**config.mk**
```make
export PLATFORM = sky130hd
export DESIGN_NAME = rev_serial_addsub
export DESIGN_NICKNAME = d
export VERILOG_FILES = /design/src/rtl/rev_alu_pkg.sv /design/src/rtl/rev_full_adder.sv /design/src/rtl/rev_serial_addsub.sv
export SDC_FILE = /design/constraint.sdc
export NUM_CORES = 1
export LEC_CHECK = 0
export CORE_MARGIN = 2
export CORE_UTILIZATION = 51
export CTS_CLUSTER_DIAMETER = 200
export DETAILED_ROUTE_END_ITERATION = 12
export HOLD_SLACK_MARGIN = 0.03
export PLACE_DENSITY = 0.87
export SYNTH_ARGS = -nofsm -noshare
export SYNTH_HDL_FRONTEND = slang
export SYNTH_SLANG_ARGS = --single-unit
export TNS_END_PERCENT = 5
```
**constraint.sdc**
```tcl
create_clock -name clk -period 1.8 [get_ports clk]
set_input_delay 0.27 -clock clk [delete_from_list [all_inputs] [get_ports clk]]
set_output_delay 0.27 -clock clk [all_outputs]
set_load 0.005 [all_outputs]
```
**src/rtl/rev_alu_pkg.sv**
```systemverilog
// Shared types and sizing helpers for the reversible-gate ALU blocks.
package rev_alu_pkg;

  typedef enum logic [1:0] {
    IDLE = 2'd0,
    RUN  = 2'd1,
    DONE = 2'd2
  } state_e;

  // Plain-vector aliases of the enum for blocks that hold state as logic.
  localparam logic [1:0] ST_IDLE = IDLE;
  localparam logic [1:0] ST_RUN  = RUN;
  localparam logic [1:0] ST_DONE = DONE;

  typedef struct packed {
    logic carry;
    logic zero;
    logic parity;
    logic sign;
    logic overflow;
  } flags_t;

  function automatic int num_digits(input int width, input int digit);
    return width / digit;
  endfunction

  function automatic int cnt_bits(input int n);
    return (n > 1) ? $clog2(n) : 1;
  endfunction

endpackage

```
**src/rtl/rev_full_adder.sv**
```systemverilog
// Full-adder cell built from two cascaded Peres gates; garbage lines stay internal.
module rev_full_adder (
  input  logic a,
  input  logic b,
  input  logic cin,
  output logic s,
  output logic cout
);

  logic p1_q;
  logic p1_r;

  // Peres(a, b, 0) gives a^b and ab; Peres(a^b, cin, ab) gives sum and carry.
  assign p1_q = a ^ b;
  assign p1_r = a & b;
  assign s    = p1_q ^ cin;
  assign cout = (p1_q & cin) ^ p1_r;

endmodule

```
**src/rtl/rev_serial_addsub.sv**
```systemverilog
// Digit-serial add/subtract with valid/ready handshakes and result flags.
// Optional saturation on signed overflow is enabled by defining REV_ADDSUB_SAT_EN.
module rev_serial_addsub
  import rev_alu_pkg::*;
#(
  parameter int WIDTH = 8,
  parameter int DIGIT = 1
) (
  input  logic             clk,
  input  logic             rst,
  input  logic             in_valid,
  output logic             in_ready,
  input  logic [WIDTH-1:0] a,
  input  logic [WIDTH-1:0] b,
  input  logic             sub,
`ifdef REV_ADDSUB_SAT_EN
  input  logic             sat,
`endif
  output logic             out_valid,
  input  logic             out_ready,
  output logic [WIDTH-1:0] sum,
  output logic             carry,
  output logic             zero,
  output logic             parity,
  output logic             sign,
  output logic             overflow,
  output logic             busy
);

  localparam int N  = num_digits(WIDTH, DIGIT);
  localparam int CW = cnt_bits(N);

  logic [1:0]       state;
  logic [WIDTH-1:0] a_q;
  logic [WIDTH-1:0] b_q;
  logic             carry_q;
  logic [CW-1:0]    cnt;
  logic [WIDTH-1:0] res_q;
  flags_t           flags_q;
`ifdef REV_ADDSUB_SAT_EN
  logic             sat_q;
`endif

  logic [DIGIT:0]   c;
  logic [DIGIT-1:0] dsum;
  logic [WIDTH-1:0] res_shift;
  logic [WIDTH-1:0] res_final;
  logic             ovf_raw;

  // Operands shift right one digit per cycle so the cells always see the low digit.
  assign c[0] = carry_q;

  for (genvar i = 0; i < DIGIT; i++) begin : g_cell
    rev_full_adder u_fa (
      .a   (a_q[i]),
      .b   (b_q[i]),
      .cin (c[i]),
      .s   (dsum[i]),
      .cout(c[i+1])
    );
  end

  assign res_shift = (WIDTH'(dsum) << (WIDTH - DIGIT)) | (res_q >> DIGIT);
  assign ovf_raw   = c[DIGIT] ^ c[DIGIT-1];

  // On overflow the wrapped sign is the inverse of the true sign, which picks the clamp.
  always_comb begin
    res_final = res_shift;
`ifdef REV_ADDSUB_SAT_EN
    if (sat_q && ovf_raw) begin
      res_final = res_shift[WIDTH-1] ? {1'b0, {(WIDTH-1){1'b1}}}
                                     : {1'b1, {(WIDTH-1){1'b0}}};
    end
`endif
  end

  always_ff @(posedge clk or posedge rst) begin
    if (rst) begin
      state   <= ST_IDLE;
      a_q     <= '0;
      b_q     <= '0;
      carry_q <= 1'b0;
      cnt     <= '0;
      res_q   <= '0;
      flags_q <= '0;
`ifdef REV_ADDSUB_SAT_EN
      sat_q   <= 1'b0;
`endif
    end else begin
      case (state)
        ST_IDLE: begin
          if (in_valid) begin
            a_q     <= a;
            b_q     <= b ^ {WIDTH{sub}};
            carry_q <= sub;
            cnt     <= '0;
`ifdef REV_ADDSUB_SAT_EN
            sat_q   <= sat;
`endif
            state   <= ST_RUN;
          end
        end
        ST_RUN: begin
          a_q     <= a_q >> DIGIT;
          b_q     <= b_q >> DIGIT;
          carry_q <= c[DIGIT];
          if (cnt == CW'(N - 1)) begin
            res_q   <= res_final;
            flags_q <= '{carry:    c[DIGIT],
                         zero:     (res_final == '0),
                         parity:   ^res_final,
                         sign:     res_final[WIDTH-1],
                         overflow: ovf_raw};
            state   <= ST_DONE;
          end else begin
            res_q <= res_shift;
            cnt   <= cnt + CW'(1);
          end
        end
        ST_DONE: begin
          if (out_ready) begin
            state <= ST_IDLE;
          end
        end
        default: state <= ST_IDLE;
      endcase
    end
  end

  assign in_ready  = (state == ST_IDLE);
  assign busy      = (state != ST_IDLE);
  assign out_valid = (state == ST_DONE);
  assign sum       = res_q;
  assign carry     = flags_q.carry;
  assign zero      = flags_q.zero;
  assign parity    = flags_q.parity;
  assign sign      = flags_q.sign;
  assign overflow  = flags_q.overflow;

endmodule

```
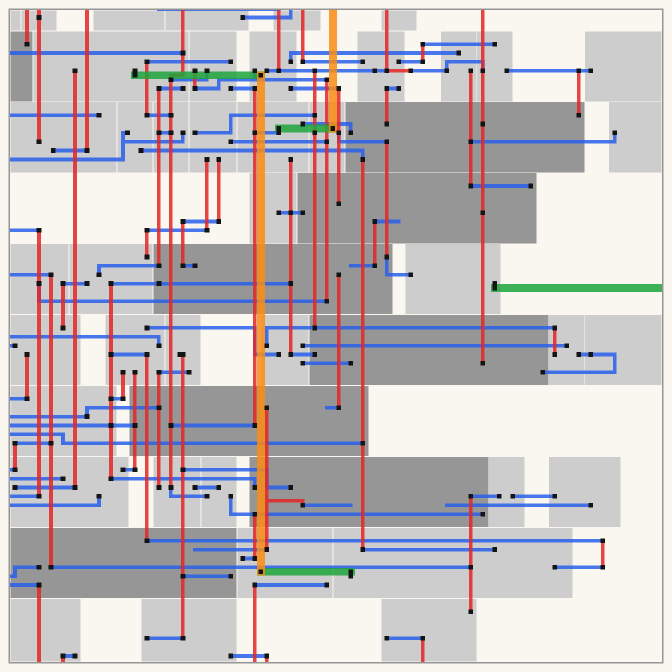
(images/closeup.png)
Region (35, 3) to (60, 28) um. Cells in grey, sequential cells in the stronger grey; small squares are vias.
Blue marks M1. Red marks M2. Orange marks M4. Green marks M3.
41 logic cells have their middle in the window. Sequential cells in the window: 7. Netlist names of flops here include sum (3). Most frequent: clkdlybuf4s50_1 (8), dfrtp_1 (7), nand2_1 (6).

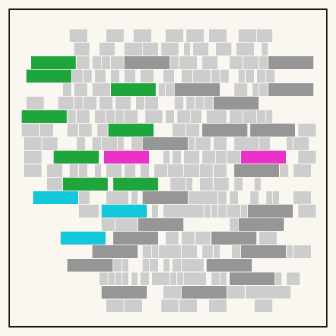
(images/ff_map.png)
Green marks b_q, sequential cells 8. Cyan marks cnt, sequential cells 3. Magenta marks state, sequential cells 2.
Another 22 sequential cells are not coloured.
Seq group: 1.32 mW
area used by sequential logic in the layout: 876 um2
flop share of the area: 37.5%

==> impl_metrics.yaml <==
# physical design summary
outcome:
  status: "complete, no violations"
die:
  fp-row-count: 21
  floorplan.die.height_um: 63.6
  width_of_the_die_um: 63.6
  core-area_um2: 3390
  die_area_um2: 4050
  num_io_pins: 37
  floorplan.core_util_pct: 53.5
worst_setup_path:
  worst-path-max-fanout: 2
  critical-path-top-delay-family: "adder cells"
  buffer_and_inverter_tally_for_the_worst_setup_path: 1
  path_class: "reg -> reg"
  worst_setup_path_start_kind: "flop"
  critical_path_depth: 6
  crit_chain: "inv_1 -> fa_2 -> ha_4 -> xnor2_2 -> xnor2_1 -> o21ai_1"
  cp_slowest_stage_delay_ns: 0.62
  worstPathArrival_ns: 2.00
  worst-endpoint-required_ns: 2.01
  worstSetupEndpointType: "flop"
cells_and_area:
  design_area_um2: 2330
  comb.multi_input.count: 126
  clk_share_pct: 2.41
  inverters_excl_clock: 14
  design.final.nets: 258
  final-nonclk-buf-share_pct: 19.4
  final.signal_buffer_count: 48
  n_clock_buffer: 6
  dominant_cells: "sequential cells"
  final_layout_size_suffix_gt1_share_pct: 11.3
  syn2layout_area_growth_pct: 28.6
  n_sequential_cell: 35
  finalCoreUtilization_pct: 68.8
  fill_count: 255
detailed_routing:
  drt_drc_violations_left: 0
  via_density: 5.23
  antenna_violating_nets_post_route: 0
  detailedRoute.firstPassIterationCount: 4
yosys:
  compound_area_share_pct: 20.3
  synth.yosys.warnings: 0
  top_area_cell_share_pct: 48.3
  synth_area_per_cell_um2: 9.70
  mappedNetlistArea_um2: 1810
  postSynthRegisterBits: 35
  netlist_instances: 187
  yosys-stat-cells: 187
  floorplan.nets: 215
  yosys.area_share.adder_pct: 5.24
  post_synth_and_or_nand_nor_area_fraction_pct: 13.0
  netlist_logic_family_top: "AND-OR/OR-AND gates"
  synth_sequential_area_ratio_pct: 48.3
  synth.largest_area_cell: "sky130_fd_sc_hd__dfrtp_1"
  synthDistinctLibCells: 28
power_and_ir_drop:
  vdd.ir_drop.worst_mv: 0.677
  report.power.total_mw: 3.75
  power_density_nw_per_um2: 1610
  power.leakage_nw: 1.06
clock_network:
  cts.sinks: 35
  tritoncts: "built"
  h-tree-depth: 2
  clkTransAtPathRegs_ns: 0.10
  ctsRootBufferMaster: "sky130_fd_sc_hd__clkbuf_4"
placement:
  io_buffer_count: 36
  place.detailed.hpwl_um: 2550
  place_congestion: 0.789
  placedInstanceArea_um2: 2220
final_timing:
  max-slew-margin-rel_pct: 57.7
  timing.clock.skew_ns: 0.0140
  hold_viol_final: 0
  timing.final.max_slew_violations: 0
  rsz0062_at_grt: "true"
  period_used_pct: 99.5
  worst_pin_slew_ns: 0.635
run:
  openroad.warnings: 27
global_routing:
  first_global_vias: 1355
  grt_max_degree: 36
  number_of_antenna_violations_at_the_first_check_in_global_routing: 0
hold_path:
  hold_crit_path_type: "in -> async"
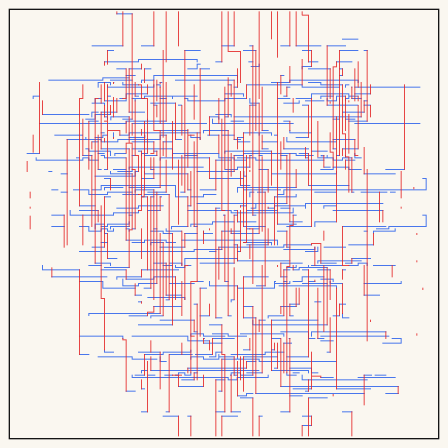
(images/layers.png)
Only two layers are drawn.
Red marks M2, wire length 1780 um. Blue marks M1, wire length 1650 um.
total wire length after detailed routing: 3720 um
Avg WL per Cell: 13.5 um
via total after detailed routing: 1444
all-layer global routing usage: 20.2%

## through the flow
stage          setup TNS, ns  hold WS, ns  setup WS [ns]  cells
2_1_floorplan              0        0.362          0.135    187
3_3_place_gp               0        0.461         0.0851    265
3_5_place_dp               0        0.470         0.0299    265
4_1_cts                    0        0.334        0.00954    273
5_1_grt              -0.0817        0.373        -0.0817    276
6_report                   0        0.320        0.00967    276
## cells in the final DEF (no fill, tap or decap), drive strengths merged
cell,synthesis,routed
nand2,19,19
buf,11,12
nor2b,10,10
and2b,2,2
clkinv,0,1
fa,1,1
nor2,1,1
dlygate4sd2,0,2
and3b,4,4
nand2b,4,4
mux2,1,1
nand3b,1,1
nand4,1,1
a22o,2,2
a2bb2oi,4,4
xor2,9,9
o21ai,31,31
a21oi,14,14
or2,1,1
inv,14,14
clkbuf,1,6
dfrtp,35,35
xnor2,3,3
o21bai,1,1
ha,6,6
a21o,1,1
a22oi,10,10
clkdlybuf4s50,0,34
## routing by layer
metal  global-route usage [%]  vias up  part of all wire, %
met5                        0        -                    0
met4                     9.51        0                  2.6
met3                     4.46       12                  5.1
met2                     29.2       40                   48
met1                     28.7      673                   44
li1                         -      719                    -
## path summary, 6_finish.rpt
| check | from | to | slack (ns) |
|---|---|---|---|
| max | b_q[0] | parity | 0.01 |
| min | rst | a_q[0] | 0.32 |
| max reg2reg | b_q[0] | parity | 0.01 |
| min reg2reg | carry | carry | 0.48 |
| max in group asynchronous | rst | carry | 1.17 |
| min in group clk | carry | carry | 0.48 |
## report_power, final
part	switching [mW]	internal (mW)
Clock	0.251	0.181
Combinational	0.927	1.07
Sequential	0.211	1.11
## synth_stat cells
cell type / number
sky130_fd_sc_hd__buf_6: 2
sky130_fd_sc_hd__xnor2_1: 3
sky130_fd_sc_hd__nor2b_1: 10
sky130_fd_sc_hd__nand2_1: 19
sky130_fd_sc_hd__a2bb2oi_1: 4
sky130_fd_sc_hd__a21oi_1: 14
sky130_fd_sc_hd__inv_1: 14
sky130_fd_sc_hd__nand3b_1: 1
sky130_fd_sc_hd__and2b_1: 1
sky130_fd_sc_hd__a22oi_1: 10
sky130_fd_sc_hd__clkbuf_1: 1
sky130_fd_sc_hd__o21bai_1: 1
sky130_fd_sc_hd__mux2_2: 1
sky130_fd_sc_hd__dfrtp_1: 35
sky130_fd_sc_hd__and3b_1: 4
sky130_fd_sc_hd__xor2_1: 9
sky130_fd_sc_hd__buf_2: 9
sky130_fd_sc_hd__nor2_1: 1
sky130_fd_sc_hd__nand2b_1: 4
sky130_fd_sc_hd__and2b_4: 1
sky130_fd_sc_hd__ha_1: 6
sky130_fd_sc_hd__a22o_1: 2
sky130_fd_sc_hd__or2_2: 1
sky130_fd_sc_hd__o21ai_0: 23
sky130_fd_sc_hd__nand4_1: 1
sky130_fd_sc_hd__a21o_1: 1
sky130_fd_sc_hd__o21ai_1: 8
sky130_fd_sc_hd__fa_1: 1
## sequential cells by signal, indices dropped and copies added (netlist names)
signal    flops
a_q           8
b_q           8
carry         1
carry_q       1
cnt           3
overflow      1
parity        1
sign          1
state         2
sum           8
zero          1
## what timing repair did
item	CTS	global route
setup endpoints to repair	4	1
pin swaps	0	3
hold buffers	0	0
resized	5	4
setup buffers	1	3
Power is estimated from default activity; no workload was simulated.
